**Cell density map**

The die is cut into 10 by 10 equal tiles; white is low, dark blue is high, 0 to 100% covered.
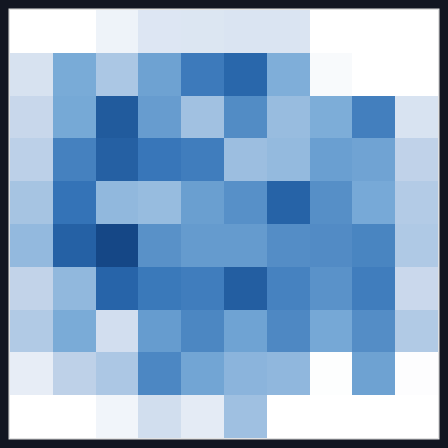
**Metal layers overlaid**

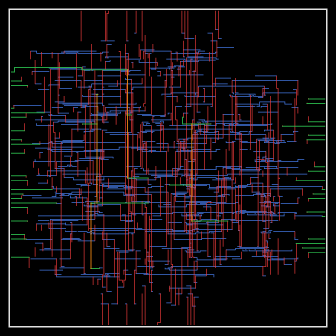
**Routing congestion**

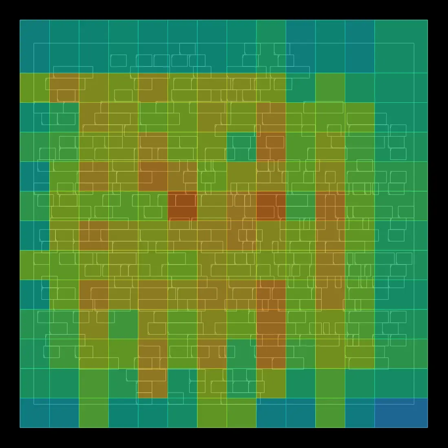
**Gate-type map**

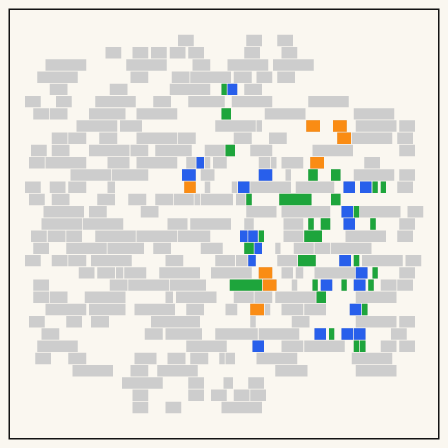
**Met2 routing**

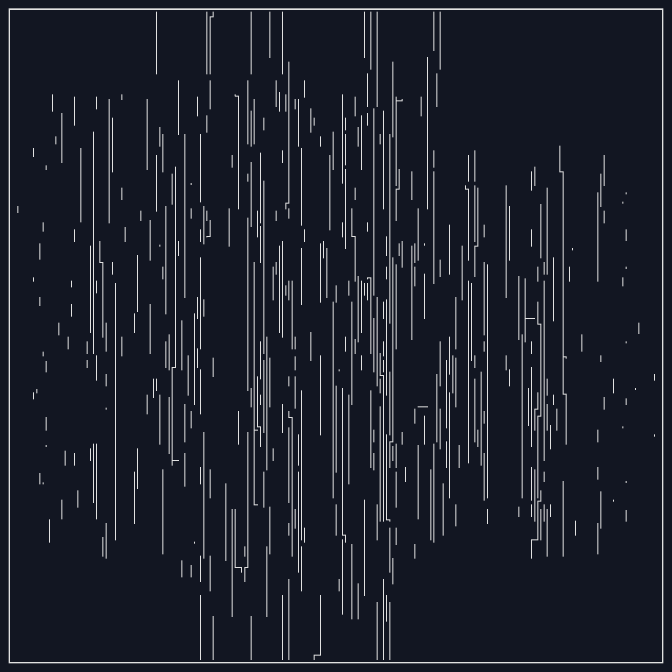
===== config.mk =====
export PLATFORM = sky130hd
export DESIGN_NAME = secuenciador_suma
export DESIGN_NICKNAME = d
export VERILOG_FILES = /design/src/rtl/secuenciador_pkg.sv /design/src/rtl/sumador_rebanada.sv /design/src/rtl/secuenciador_suma.sv
export SDC_FILE = /design/constraint.sdc
export NUM_CORES = 1
export LEC_CHECK = 0
export CAP_MARGIN = 20
export CORE_MARGIN = 3
export CORE_UTILIZATION = 36
export DETAILED_ROUTE_END_ITERATION = 10
export GPL_TIMING_DRIVEN = 0
export SLEW_MARGIN = 20
export SYNTH_ARGS = -nofsm -noshare
export SYNTH_HDL_FRONTEND = slang
export SYNTH_HIERARCHICAL = 1
export SYNTH_SLANG_ARGS = --single-unit

===== constraint.sdc =====
create_clock -name clk -period 6.4 [get_ports clk]
set_input_delay 1.28 -clock clk [delete_from_list [all_inputs] [get_ports clk]]
set_output_delay 1.28 -clock clk [all_outputs]
set_load 0.05 [all_outputs]

===== src/rtl/secuenciador_pkg.sv =====
// Shared types for the word-serial adder: FSM states and the result flag bundle.
package secuenciador_pkg;

    typedef enum logic [1:0] {
        IDLE = 2'd0,
        RUN  = 2'd1,
        DONE = 2'd2
    } state_e;

    typedef struct packed {
        logic n;
        logic z;
        logic c;
        logic v;
    } flags_t;

endpackage


===== src/rtl/sumador_rebanada.sv =====
// Combinational N-bit slice adder with carry in/out.
module sumador_rebanada #(
    parameter int unsigned N = 4
) (
    input  logic [N-1:0] a,
    input  logic [N-1:0] b,
    input  logic         ci,
    output logic [N-1:0] s,
    output logic         co
);

    // One ripple slice; the carry-out is the extra top bit of the widened sum.
    assign {co, s} = (N+1)'(a) + (N+1)'(b) + (N+1)'(ci);

endmodule


===== src/rtl/secuenciador_suma.sv =====
// Word-serial adder: adds two N*WORDS-bit operands one N-bit slice per cycle,
// LSW first, reusing a single slice adder, and reports N/Z/C/V flags.
// Optional macro SECUENCIADOR_SUB_EN adds an 'op' input selecting subtraction.
module secuenciador_suma
    import secuenciador_pkg::*;
#(
    parameter int unsigned N     = 4,
    parameter int unsigned WORDS = 4
) (
    input  logic               clk,
    input  logic               rst,
    input  logic               in_valid,
    output logic               in_ready,
    input  logic [N*WORDS-1:0] a,
    input  logic [N*WORDS-1:0] b,
    input  logic               cin,
`ifdef SECUENCIADOR_SUB_EN
    input  logic               op,
`endif
    output logic               out_valid,
    input  logic               out_ready,
    output logic [N*WORDS-1:0] sum,
    output logic               flag_n,
    output logic               flag_z,
    output logic               flag_c,
    output logic               flag_v
);

    localparam int unsigned W  = N * WORDS;
    localparam int unsigned IW = (WORDS > 1) ? $clog2(WORDS) : 1;

    state_e        state_q, state_d;
    logic [IW-1:0] idx_q, idx_d;
    logic [W-1:0]  a_q, a_d;
    logic [W-1:0]  b_q, b_d;
    logic          carry_q, carry_d;
    logic          zacc_q, zacc_d;
    logic [W-1:0]  sum_q, sum_d;
    flags_t        flags_q, flags_d;
    logic          out_valid_q, out_valid_d;
    logic          in_ready_q, in_ready_d;

    logic [31:0]   off_c;
    logic [N-1:0]  sl_a_c, sl_b_c, sl_s_c;
    logic          sl_co_c;

    // Bit offset of the slice currently being processed.
    assign off_c  = 32'(idx_q) * 32'(N);
    assign sl_a_c = a_q[off_c +: N];
    assign sl_b_c = b_q[off_c +: N];

    // The single slice adder, shared across all RUN cycles.
    sumador_rebanada #(.N(N)) u_rebanada (
        .a  (sl_a_c),
        .b  (sl_b_c),
        .ci (carry_q),
        .s  (sl_s_c),
        .co (sl_co_c)
    );

    // Next-state and datapath updates; b_q holds the effective (possibly inverted) operand.
    always_comb begin
        state_d   = state_q;
        idx_d     = idx_q;
        a_d       = a_q;
        b_d       = b_q;
        carry_d   = carry_q;
        zacc_d    = zacc_q;
        sum_d     = sum_q;
        flags_d   = flags_q;

        case (state_q)
            IDLE: begin
                if (in_valid) begin
                    a_d     = a;
                    b_d     = b;
                    carry_d = cin;
`ifdef SECUENCIADOR_SUB_EN
                    if (op) begin
                        b_d     = ~b;
                        carry_d = 1'b1;
                    end
`endif
                    idx_d   = '0;
                    zacc_d  = 1'b1;
                    state_d = RUN;
                end
            end
            RUN: begin
                sum_d[off_c +: N] = sl_s_c;
                carry_d           = sl_co_c;
                zacc_d            = zacc_q & ~(|sl_s_c);
                if (idx_q == IW'(WORDS - 1)) begin
                    flags_d.n = sl_s_c[N-1];
                    flags_d.z = zacc_q & ~(|sl_s_c);
                    flags_d.c = sl_co_c;
                    flags_d.v = ~(a_q[W-1] ^ b_q[W-1]) & (a_q[W-1] ^ sl_s_c[N-1]);
                    state_d   = DONE;
                end else begin
                    idx_d = idx_q + IW'(1);
                end
            end
            DONE: begin
                if (out_ready) begin
                    state_d = IDLE;
                end
            end
            default: begin
                state_d = IDLE;
            end
        endcase

        in_ready_d  = (state_d == IDLE);
        out_valid_d = (state_d == DONE);
    end

    // State and datapath registers.
    always_ff @(posedge clk or posedge rst) begin
        if (rst) begin
            state_q     <= IDLE;
            idx_q       <= '0;
            a_q         <= '0;
            b_q         <= '0;
            carry_q     <= 1'b0;
            zacc_q      <= 1'b0;
            sum_q       <= '0;
            flags_q     <= '0;
            out_valid_q <= 1'b0;
            in_ready_q  <= 1'b1;
        end else begin
            state_q     <= state_d;
            idx_q       <= idx_d;
            a_q         <= a_d;
            b_q         <= b_d;
            carry_q     <= carry_d;
            zacc_q      <= zacc_d;
            sum_q       <= sum_d;
            flags_q     <= flags_d;
            out_valid_q <= out_valid_d;
            in_ready_q  <= in_ready_d;
        end
    end

    assign in_ready  = in_ready_q;
    assign out_valid = out_valid_q;
    assign sum       = sum_q;
    assign flag_n    = flags_q.n;
    assign flag_z    = flags_q.z;
    assign flag_c    = flags_q.c;
    assign flag_v    = flags_q.v;

endmodule


==> flow_summary.yaml <==
# synthesis and place-and-route metrics
status:
  status: "finished clean"
yosys:
  synthCells: 204
  syn_area_um2: 2860
  synth.top_cell.area_share_pct: 51.6
  mux_share_pct: 20.8
  yosysWarningCount: 6
  yosysCellCount: 204
  edf_count: 0
  area_leaders: "dfrtp_1 (52%), mux2_2 (14%), mux4_2 (6.3%)"
  ys_seq_share_pct: 52.5
  largest_area_cell: "dfrtp_1"
  simple_gate_area_share_pct: 9.44
  adder_share_pct: 5.33
cts:
  cts.hold.buffers_added: 0
  clk_latency_ps: 340
  clkTransAtPathRegs_ps: 70
  root_buffer: "clkbuf_8"
  numCtsBuffers: 9
setup_path:
  worstReg2RegStart: "idx_q[0]"
  crit_fanout: 10
  reg2regPathDepth: 9
  critPathLaunchType: "flip-flop"
  endpoint: "zacc_q"
  required_ps: 6660
  crit_path_start: "idx_q[0]"
  path_cells: "buf_4 -> mux4_2 -> fa_1 -> a21o_1 -> a21oi_2 -> xnor2_1 -> or4_1 -> nor2_1 -> a2bb2oi_1"
  cpMaxStageDelayCell: "mux4_2"
  r2r_setup_slack_ps: 3140
  crit_family: "simple AND/OR/NAND/NOR gates"
  endpoint_kind: "flip-flop"
floorplan:
  io_pins: 59
  die_area_um2: 9060
  tap_cells: 99
  die_y_um: 95.2
  die_w_um: 95.2
detailed_routing:
  wl_met3_um: 298
  first_pass_iters: 4
  drt-initial-drc-count: 41
  routed_via_density: 4.83
layout:
  clk_share_pct: 5.69
  nonClkBufAreaFrac_pct: 17.5
  antenna_cells: 0
  inv_count: 9
  num-multi-input-gates: 128
  flop_area_um2: 1500
  fill_cells: 664
  fin_area_um2: 3810
  largest_class: "registers"
place:
  dp.cells: 362
  numPortBuffers: 58
  gp_congestion: 0.759
job:
  max_cap_viol_count: 0
  tool_warnings: 31
sta:
  fin_crit_sh_pct: 50.9
  drv_slew: 0
  fin_skew_ps: 8.42
  worst_pin_slew_ps: 526
  fin_hold_ws_ps: 474
min_path:
  hold_end: "sum[6]"
  hold_path_depth: 2
  hp-class: "reg -> reg"
power:
  comb_power_share_pct: 54.4
  maxPowerGroup: "combinational cells"
  clockPowerShare_pct: 16.7
  p_switching_uw: 937
  internal_power_mw: 1.33
  p_sw_share_pct: 41.4
  comb_power_mw: 1.23
  clk-power_uw: 378
  power.density_nw_per_um2: 595
global_route:
  antenna_found_initial: 0
  grt_pass1_wl_mm: 9.71
  grt_overflow: 0
  grt_max_degree: 40
  top_usage_layer: "met2"
Back to the opening pictures, 'cell density map':
emptiest ninth of the die: north-east
nearly empty tiles: 15%
mean over tiles: 41%
share of the core filled with cells: 50.8%
Core Region: 7490 um^2
fp_density: 38.2%

Back to the opening pictures, 'metal layers overlaid':
| color | layer | wire length |
|---|---|---|
| green | M3 | 299 um |
| red | M2 | 2,670 um |
| blue | M1 | 2,650 um |
| orange | M4 | 114 um |
Post-Route WL: 5.73 mm
total number of vias: 1,825
WL per Instance: 15.2 um
Overall Global Routing Usage: 14.6%

Back to the opening pictures, 'routing congestion':
met2 usage: 21.7%
GR Util met1: 19.7%

Back to the opening pictures, 'gate-type map':
| color | family | cells |
|---|---|---|
| orange | non-inverting ao/oa cells | 8 |
| green | nand cells | 29 |
| blue | aoi and oai cells | 22 |
logic share of the area: 33.1%
Post-Layout Cell Count: 378
most used logic cell in the final layout: dfrtp_1

Back to the opening pictures, 'met2 routing':
wire length on this layer: 2,670 um
nets with wire on the layer: 277
longest straight run: 37.4 um

## sequential cells by signal (all words and copies together), names as in the netlist
| signal | count |
|---|---|
| idx_q | 2 |
| flag_z | 1 |
| b_q | 16 |
| out_valid | 1 |
| flag_v | 1 |
| a_q | 16 |
| sum | 16 |
| carry_q | 1 |
| flag_n | 1 |
| state_q | 2 |
| flag_c | 1 |
| in_ready | 1 |
| zacc_q | 1 |
## logic make-up (layout without fill, tap and decap cells)
group                    count (synthesis)  in the layout
buffers and inverters                   16             91
flip-flops                              60             60
multiplexers                            45             45
AND/OR/NAND/NOR                         40             40
XOR/XNOR                                 2              2
adder cells (fa/ha/maj)                 11             11
AND-OR/OR-AND                           30             30
Power and IR drop assume default switching activity.
